==> run_1/sizes.png <==
The bar under the picture is 20 um long.
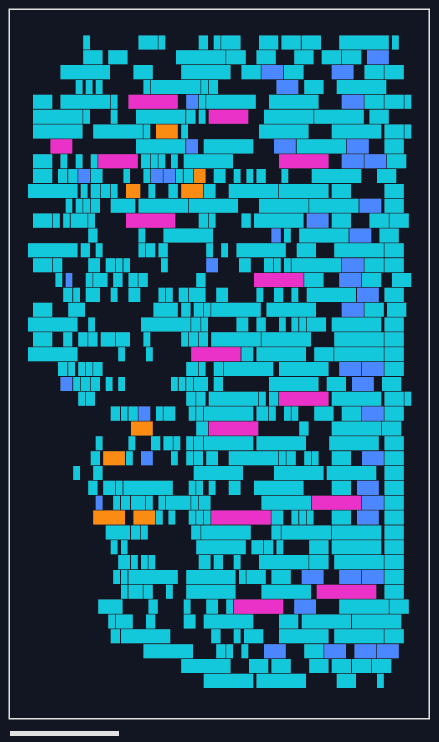
==> run_1/clocks.png <==
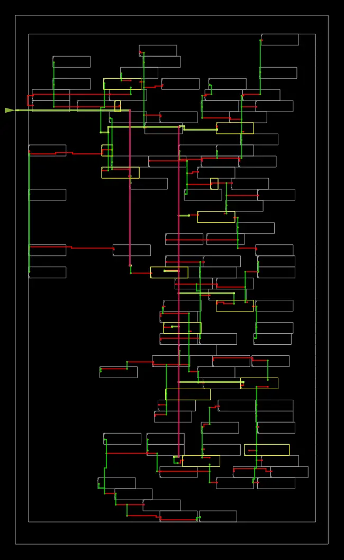
==> run_1/flops_by_reg.png <==
The bar under the picture is 20 um long. Other sequential cells in the stronger grey, the rest of the logic in the fainter grey.
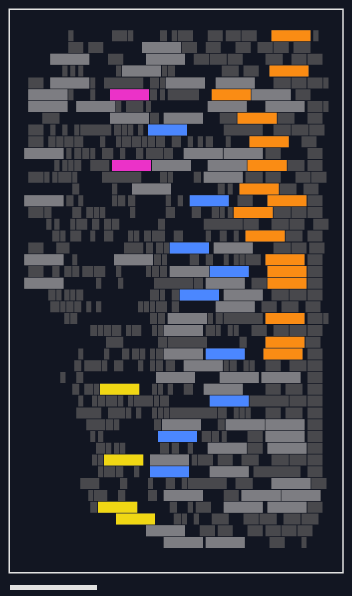
[src/rtl/fft_twiddle_sequencer.sv]
// fft_twiddle_sequencer
//
// Initiator side of the twiddle lookup for an N-point radix-2 DIT FFT. The block walks
// every stage s (outer loop) and butterfly j (inner loop). For each pair it drives the
// twiddle ROM address k = (j & (2^s - 1)) << (LOG2N-1-s). The ROM is built with
// rom_len = N/2 and stage_no = 1. The block registers the returned W_re/W_im and presents
// them on a valid/ready stream, tagged with the stage and butterfly index.
//
// The pipeline has two registered stages:
//   A: rom_addr plus the s/j/last tags and an internal a_valid.
//   B: the tw_* outputs. B captures rom_re/rom_im and the A tags.
//
// Optional build macro TWID_CONJ_EN: adds the inverse input. inverse is sampled when a
// start is accepted. While it is set, tw_im is the saturated negation of rom_im.
//
// Ports:
//   clk       system clock, rising edge
//   rst_n     asynchronous active-low reset
//   start     one-cycle pulse; begins a sweep when idle
//   inverse   (TWID_CONJ_EN only) conjugate twiddles for this sweep
//   rom_addr  twiddle ROM address (zero-extended k)
//   rom_re    W_re from ROM, combinational on rom_addr
//   rom_im    W_im from ROM, combinational on rom_addr
//   tw_valid  output word valid
//   tw_ready  downstream accepts word
//   tw_re     twiddle real part
//   tw_im     twiddle imaginary part
//   tw_stage  stage index of word
//   tw_bfly   butterfly index of word
//   tw_last   final word of the sweep
//   busy      high from accepted start until final word accepted
//   done      one-cycle pulse after final word accepted
module fft_twiddle_sequencer #(
    parameter int unsigned N     = 1024,
    parameter int unsigned LOG2N = 10,
    parameter int unsigned AW    = 16
) (
    input  logic                clk,
    input  logic                rst_n,
    input  logic                start,
`ifdef TWID_CONJ_EN
    input  logic                inverse,
`endif
    output logic [AW-1:0]       rom_addr,
    input  logic signed [15:0]  rom_re,
    input  logic signed [15:0]  rom_im,
    output logic                tw_valid,
    input  logic                tw_ready,
    output logic signed [15:0]  tw_re,
    output logic signed [15:0]  tw_im,
    output logic [3:0]          tw_stage,
    output logic [LOG2N-2:0]    tw_bfly,
    output logic                tw_last,
    output logic                busy,
    output logic                done
);

    localparam int unsigned JW = LOG2N - 1;

    typedef enum logic [1:0] {StIdle, StRun, StFlush} state_e;

    state_e          state_q, state_d;

    // Next (s, j) to issue while running.
    logic [3:0]      s_q;
    logic [JW-1:0]   j_q;

    // Stage A.
    logic            a_valid_q;
    logic [3:0]      a_s_q;
    logic [JW-1:0]   a_j_q;
    logic            a_last_q;

    logic            b_load;
    logic            a_adv;
    logic            issue;
    logic            issue_last;
    logic            hs_last;
    logic [3:0]      issue_s;
    logic [JW-1:0]   issue_j;
    logic [JW-1:0]   mask;
    logic [JW-1:0]   k;
    logic [3:0]      shamt;
    logic signed [15:0] im_next;

`ifdef TWID_CONJ_EN
    logic            inverse_q;
`endif

    assign b_load  = a_valid_q && (!tw_valid || tw_ready);
    assign a_adv   = !a_valid_q || b_load;
    assign hs_last = tw_valid && tw_ready && tw_last;

    // From idle the first word goes straight into A, so rom_addr is valid right after the
    // start edge.
    always_comb begin
        issue_s = s_q;
        issue_j = j_q;
        if (state_q == StIdle) begin
            issue_s = '0;
            issue_j = '0;
        end
    end

    assign issue      = ((state_q == StIdle) && start) || ((state_q == StRun) && a_adv);
    assign issue_last = (issue_s == 4'(LOG2N - 1)) && (issue_j == JW'(N / 2 - 1));

    // k = (j mod 2^s) * 2^(LOG2N-1-s)
    always_comb begin
        mask  = ~({JW{1'b1}} << issue_s);
        shamt = 4'(LOG2N - 1) - issue_s;
        k     = (issue_j & mask) << shamt;
    end

    always_comb begin
        im_next = rom_im;
`ifdef TWID_CONJ_EN
        if (inverse_q) begin
            // -(-32768) does not fit in 16 bits, so it saturates to +32767.
            im_next = (rom_im == 16'sh8000) ? 16'sh7fff : -rom_im;
        end
`endif
    end

    // FSM state register.
    always_ff @(posedge clk or negedge rst_n) begin
        if (!rst_n) begin
            state_q <= StIdle;
        end else begin
            state_q <= state_d;
        end
    end

    // FSM next state.
    always_comb begin
        state_d = state_q;
        unique case (state_q)
            StIdle:  if (start) state_d = StRun;
            StRun:   if (issue && issue_last) state_d = StFlush;
            StFlush: if (hs_last) state_d = StIdle;
            default: state_d = StIdle;
        endcase
    end

    // FSM outputs.
    always_comb begin
        busy = (state_q != StIdle);
    end

    // Counters and stage A.
    always_ff @(posedge clk or negedge rst_n) begin
        if (!rst_n) begin
            s_q       <= '0;
            j_q       <= '0;
            a_valid_q <= 1'b0;
            a_s_q     <= '0;
            a_j_q     <= '0;
            a_last_q  <= 1'b0;
            rom_addr  <= '0;
        end else if (issue) begin
            if (issue_j == JW'(N / 2 - 1)) begin
                j_q <= '0;
                if (!issue_last) s_q <= issue_s + 4'd1;
            end else begin
                j_q <= issue_j + JW'(1);
                s_q <= issue_s;
            end
            a_valid_q <= 1'b1;
            a_s_q     <= issue_s;
            a_j_q     <= issue_j;
            a_last_q  <= issue_last;
            rom_addr  <= AW'(k);
        end else if (b_load) begin
            // Only reached while flushing: the last word has moved to B.
            a_valid_q <= 1'b0;
        end
    end

    // Stage B and the done pulse.
    always_ff @(posedge clk or negedge rst_n) begin
        if (!rst_n) begin
            tw_valid <= 1'b0;
            tw_re    <= '0;
            tw_im    <= '0;
            tw_stage <= '0;
            tw_bfly  <= '0;
            tw_last  <= 1'b0;
            done     <= 1'b0;
        end else begin
            if (b_load) begin
                tw_valid <= 1'b1;
                tw_re    <= rom_re;
                tw_im    <= im_next;
                tw_stage <= a_s_q;
                tw_bfly  <= a_j_q;
                tw_last  <= a_last_q;
            end else if (tw_ready) begin
                tw_valid <= 1'b0;
            end
            done <= (state_q == StFlush) && hs_last;
        end
    end

`ifdef TWID_CONJ_EN
    always_ff @(posedge clk or negedge rst_n) begin
        if (!rst_n) begin
            inverse_q <= 1'b0;
        end else if ((state_q == StIdle) && start) begin
            inverse_q <= inverse;
        end
    end
`endif

endmodule

[config.mk]
export PLATFORM = sky130hd
export DESIGN_NAME = fft_twiddle_sequencer
export DESIGN_NICKNAME = d
export VERILOG_FILES = /design/src/rtl/fft_twiddle_sequencer.sv
export SDC_FILE = /design/constraint.sdc
export NUM_CORES = 1
export LEC_CHECK = 0
export ABC_AREA = 1
export CORE_ASPECT_RATIO = 1.75
export CORE_MARGIN = 3
export CORE_UTILIZATION = 45
export CTS_CLUSTER_DIAMETER = 200
export DETAILED_ROUTE_END_ITERATION = 7
export MAX_ROUTING_LAYER = met4
export PLACE_DENSITY = 0.74
export SLEW_MARGIN = 20
export SYNTH_ARGS = -nofsm -noshare
export SYNTH_HDL_FRONTEND = slang
export SYNTH_SLANG_ARGS = --single-unit
[constraint.sdc]
create_clock -name clk -period 3 [get_ports clk]
set_input_delay 0.3 -clock clk [delete_from_list [all_inputs] [get_ports clk]]
set_output_delay 0.3 -clock clk [all_outputs]
set_load 0.05 [all_outputs]
==> qor.yml, run 1 <==
timing:
  max_freq_mhz: 372.4
  fin_hold_ws_ns: -0.02130
  maxSlewHeadroom: 0.4853
  final-setup-viol-count: 0
  hold_viol_final: 10
  slew_violations: 0
power:
  power_frac_comb: 0.495
  ir_worst_vdd_mv: 0.5997
synth:
  synthFlopType: "dfrtp_1"
clock_tree:
  root_buffer: "clkbuf_16"
  cts_resized: 0
  clkSlewWorstSetupHoldPaths_ns: 0.06
  cts.htree.levels: 3
critical_path:
  crit_fanout: 18
placed_design:
  routabilityCongestion: 0.9655
  placement.io_buffers: 93
global_route:
  grt_max_degree: 88
die:
  fp.dieH_um: 129.7
outcome:
  violations: "negative hold slack"
  status: "complete, but fails checks"
layout:
  area_delta_synth_final_pct: 33.39
  final_cell_mix: "92 x clkdlybuf4s50_1, 87 x dfrtp_1, 70 x nand2_1"
route:
  drt_first_iter_violations: 115
Back to the opening pictures, sizes.png:
- orange: _3 and _4 cells (cells 8; share 1.6%)
- cyan: _0 and _1 cells (cells 424; share 87%)
- magenta: _6 and larger (cells 14; share 2.9%)
- blue: _2 cells (cells 44; share 9.0%)

Back to the opening pictures, clocks.png:
clock sink count: 87
sequential cell count: 87
Clock Power: 1130 uW
Latency at later pin: 0.33 ns

Back to the opening pictures, flops_by_reg.png:
- orange: tw_im (placed flops 16)
- yellow: s_q (placed flops 4)
- blue: a_j_q (placed flops 9; where centre)
- magenta: state_q (placed flops 2)
Util after Layout: 0.6231
Register Area: 2177 sq um
flop share of the area: 0.4148

-- run 1: sequential cells by signal, summed over array words and instances (netlist names), 2 cells and up --
name / count
state_q: 2
tw_stage: 4
a_s_q: 4
s_q: 4
tw_re: 16
tw_bfly: 9
tw_im: 16
rom_addr: 9
a_j_q: 9
j_q: 9
-- run 1: layer usage --
layer | vias up | track usage | wire length, um
met2 | 115 | 0.3525 | 4811
met1 | 1485 | 0.2149 | 3559
li1 | 1495 | - | -
met5 | - | - | 0
met3 | 31 | 0.04282 | 464
met4 | 0 | 0.1195 | 393
-- run 1: power groups by stage --
stage               Combinational [uW]  Sequential, uW  Clock [uW]
floorplan                         1020            2720           0
global placement                  2840            1770           0
detailed placement                2860            1790           0
CTS                               2870            1780        1160
global route                      3050            1830        1200
finish                            2850            1770        1130
==> run 2: changes to the inputs <==
--- a/config.mk
+++ b/config.mk
@@ -7,10 +7,10 @@
 export LEC_CHECK = 0
 export ABC_AREA = 1
 export CORE_ASPECT_RATIO = 1.75
-export CORE_MARGIN = 3
 export CORE_UTILIZATION = 45
 export CTS_CLUSTER_DIAMETER = 200
 export DETAILED_ROUTE_END_ITERATION = 7
+export GPL_ROUTABILITY_DRIVEN = 0
 export MAX_ROUTING_LAYER = met4
 export PLACE_DENSITY = 0.74
 export SLEW_MARGIN = 20
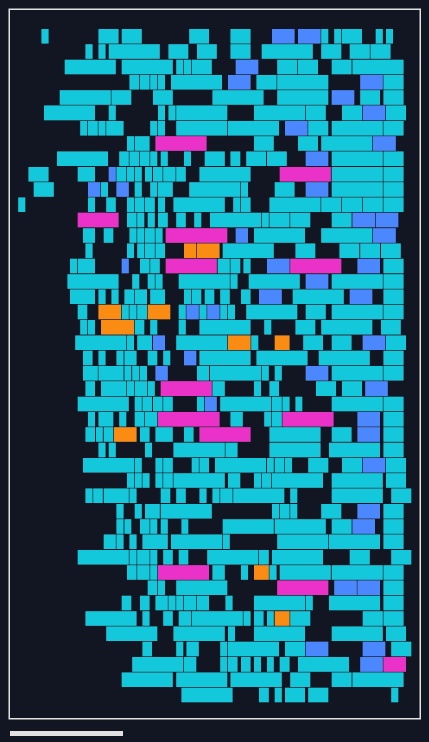
(run_2/sizes.png)
The bar under the picture is 20 um long.
- blue: _2 cells (cells 43; share 8.8%)
- orange: _3 and _4 cells (cells 10; share 2.0%)
- magenta: _6 and larger (cells 13; share 2.7%)
- cyan: _0 and _1 cells (cells 424; share 87%)

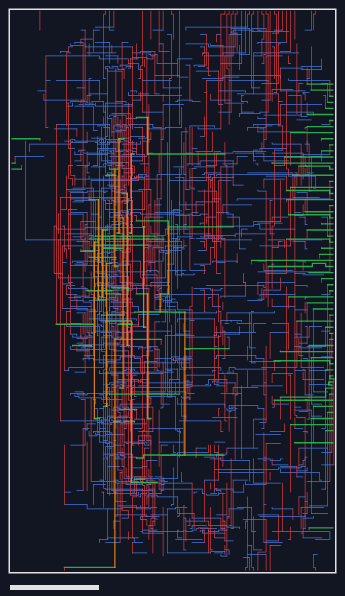
(run_2/wires.png)
The bar under the picture is 20 um long.
- green: metal 3 (wire length 603 um)
- red: metal 2 (wire length 4870 um)
- orange: metal 4 (wire length 438 um)
- blue: metal 1 (wire length 3370 um)

==> run 2 against run 1 <==
  * The flow now finishes without violations
  * Die area fell by 8.1%
  * Worst hold slack improved by 0.025 ns
  * Fmax grew 0.94%
  * Sequential share of layout area rose by 0.079 points
  * Sequential cell count is the same
  * Combinational power about the same
  * Sequential power hardly changed
  * Register-to-register slack better by 0.02 ns
  * First-iteration DRC count is 120% higher
  * Largest cell class unchanged
==> qor.yml, run 2 <==
timing:
  hold_viol_final: 0  # was 10
  final-setup-viol-count: 0  # unchanged
  max_freq_mhz: 375.9  # was 372.4 MHz
  fin_hold_ws_ns: 0.004087  # was -0.02130 ns
  slew_violations: 0  # unchanged
  maxSlewHeadroom: 0.4682  # was 0.4853
layout:
  mostFrequentLayoutCell: "clkdlybuf4s50_1"  # unchanged
  final_cell_area_sq_um: 5239  # was 5249 sq um
  area_delta_synth_final_pct: 33.13  # was 33.39%
  final_util: 0.6260  # was 0.6231
  final_cell_mix: "92 x clkdlybuf4s50_1, 87 x dfrtp_1, 70 x nand2_1"  # unchanged
  top_regs: "tw_im: 16 flops, tw_re: 16 flops"  # unchanged
route:
  drt_first_iter_violations: 256  # was 115
  wirelength_um: 9273  # was 9228 um
  detail-route-antenna-nets: 0  # unchanged
die:
  fp.dieH_um: 125.7  # was 129.7 um
  fp_util: 0.4702  # was 0.4672
  core_area_sq_um: 8368  # was 8423 sq um
synth:
  synth_area_per_cell_sq_um: 9.962  # unchanged
  synthFlopType: "dfrtp_1"  # unchanged
  ys_sh_aoi: 0.09475  # unchanged
  top_cells_by_area: "dfrtp_1 55%, mux2_2 9.2%, nand2_1 6.8%"  # unchanged
  yosys_area_sq_um: 3935  # unchanged
  synth_area_sq_um: 3935  # unchanged
  synthTopLogicFamily: "simple AND/OR/NAND/NOR gates"  # unchanged
  synth.top_cell.area_share: 0.5533  # unchanged
power:
  clkPwrFrac: 0.193  # was 0.196
  p_comb_uw: 2860  # was 2850 uW
  p_switching_uw: 2500  # was 2503 uW
  ir_worst_vdd_mv: 0.4024  # was 0.5997 mV
  p_seq_uw: 1770  # about the same
  power_leader: "combinational logic"  # unchanged
  power_frac_comb: 0.498  # was 0.495
clock_tree:
  root_buffer: "clkbuf_16"  # unchanged
  cts.htree.levels: 3  # unchanged
  cts_resized: 0  # unchanged
  insertion_delay_ns: 0.33  # about the same
  cts_sinks: 87  # unchanged
placed_design:
  placement.io_buffers: 93  # unchanged
  hpwlAfterDp_um: 6784  # was 6830 um
outcome:
  status: "finished, final reports clean"  # was complete, but fails checks
critical_path:
  crit_fanout: 18  # unchanged
  cp-endpoint: "s_q[1]$_DFFE_PN0P_"  # was state_q[0]$_DFFE_PN0P_
global_route:
  grt_max_degree: 88  # unchanged
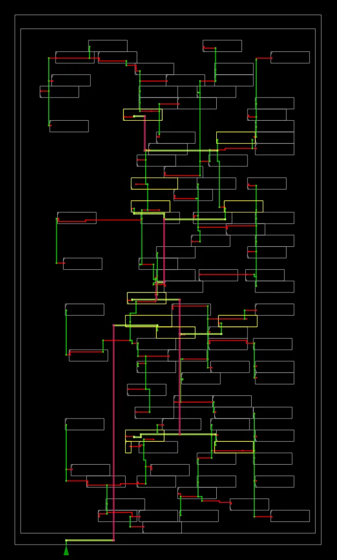
(run_2/clocks.png)
clock buffers created by TritonCTS: 9
Clock Power: 1110 uW
clock buffers: 10
Final Skew: 0.003206 ns

[run 2: cell counts after synthesis]
Identical to the previous run, type by type.
[run 2: layout make-up]
class / count / area, sq um / share of cell area
multi-input combinational: 254 / 1518 / 0.2897
sequential: 87 / 2177 / 0.4156
inverter: 41 / 156.4 / 0.02985
timing repair buffer: 96 / 954.7 / 0.1822
tap: 115 / 143.9 / 0.02747
clock buffer: 10 / 229.0 / 0.04371
clock inverter: 2 / 60.06 / 0.01146
[run 2: per-layer routing]
| metal | routed length (um) | global-route usage |
|---|---|---|
| met1 | 3366 | 0.2259 |
| met2 | 4865 | 0.3854 |
| met3 | 603 | 0.05040 |
| met4 | 437 | 0.1280 |
| met5 | 0 | - |
Power is estimated from default activity; no workload was simulated.
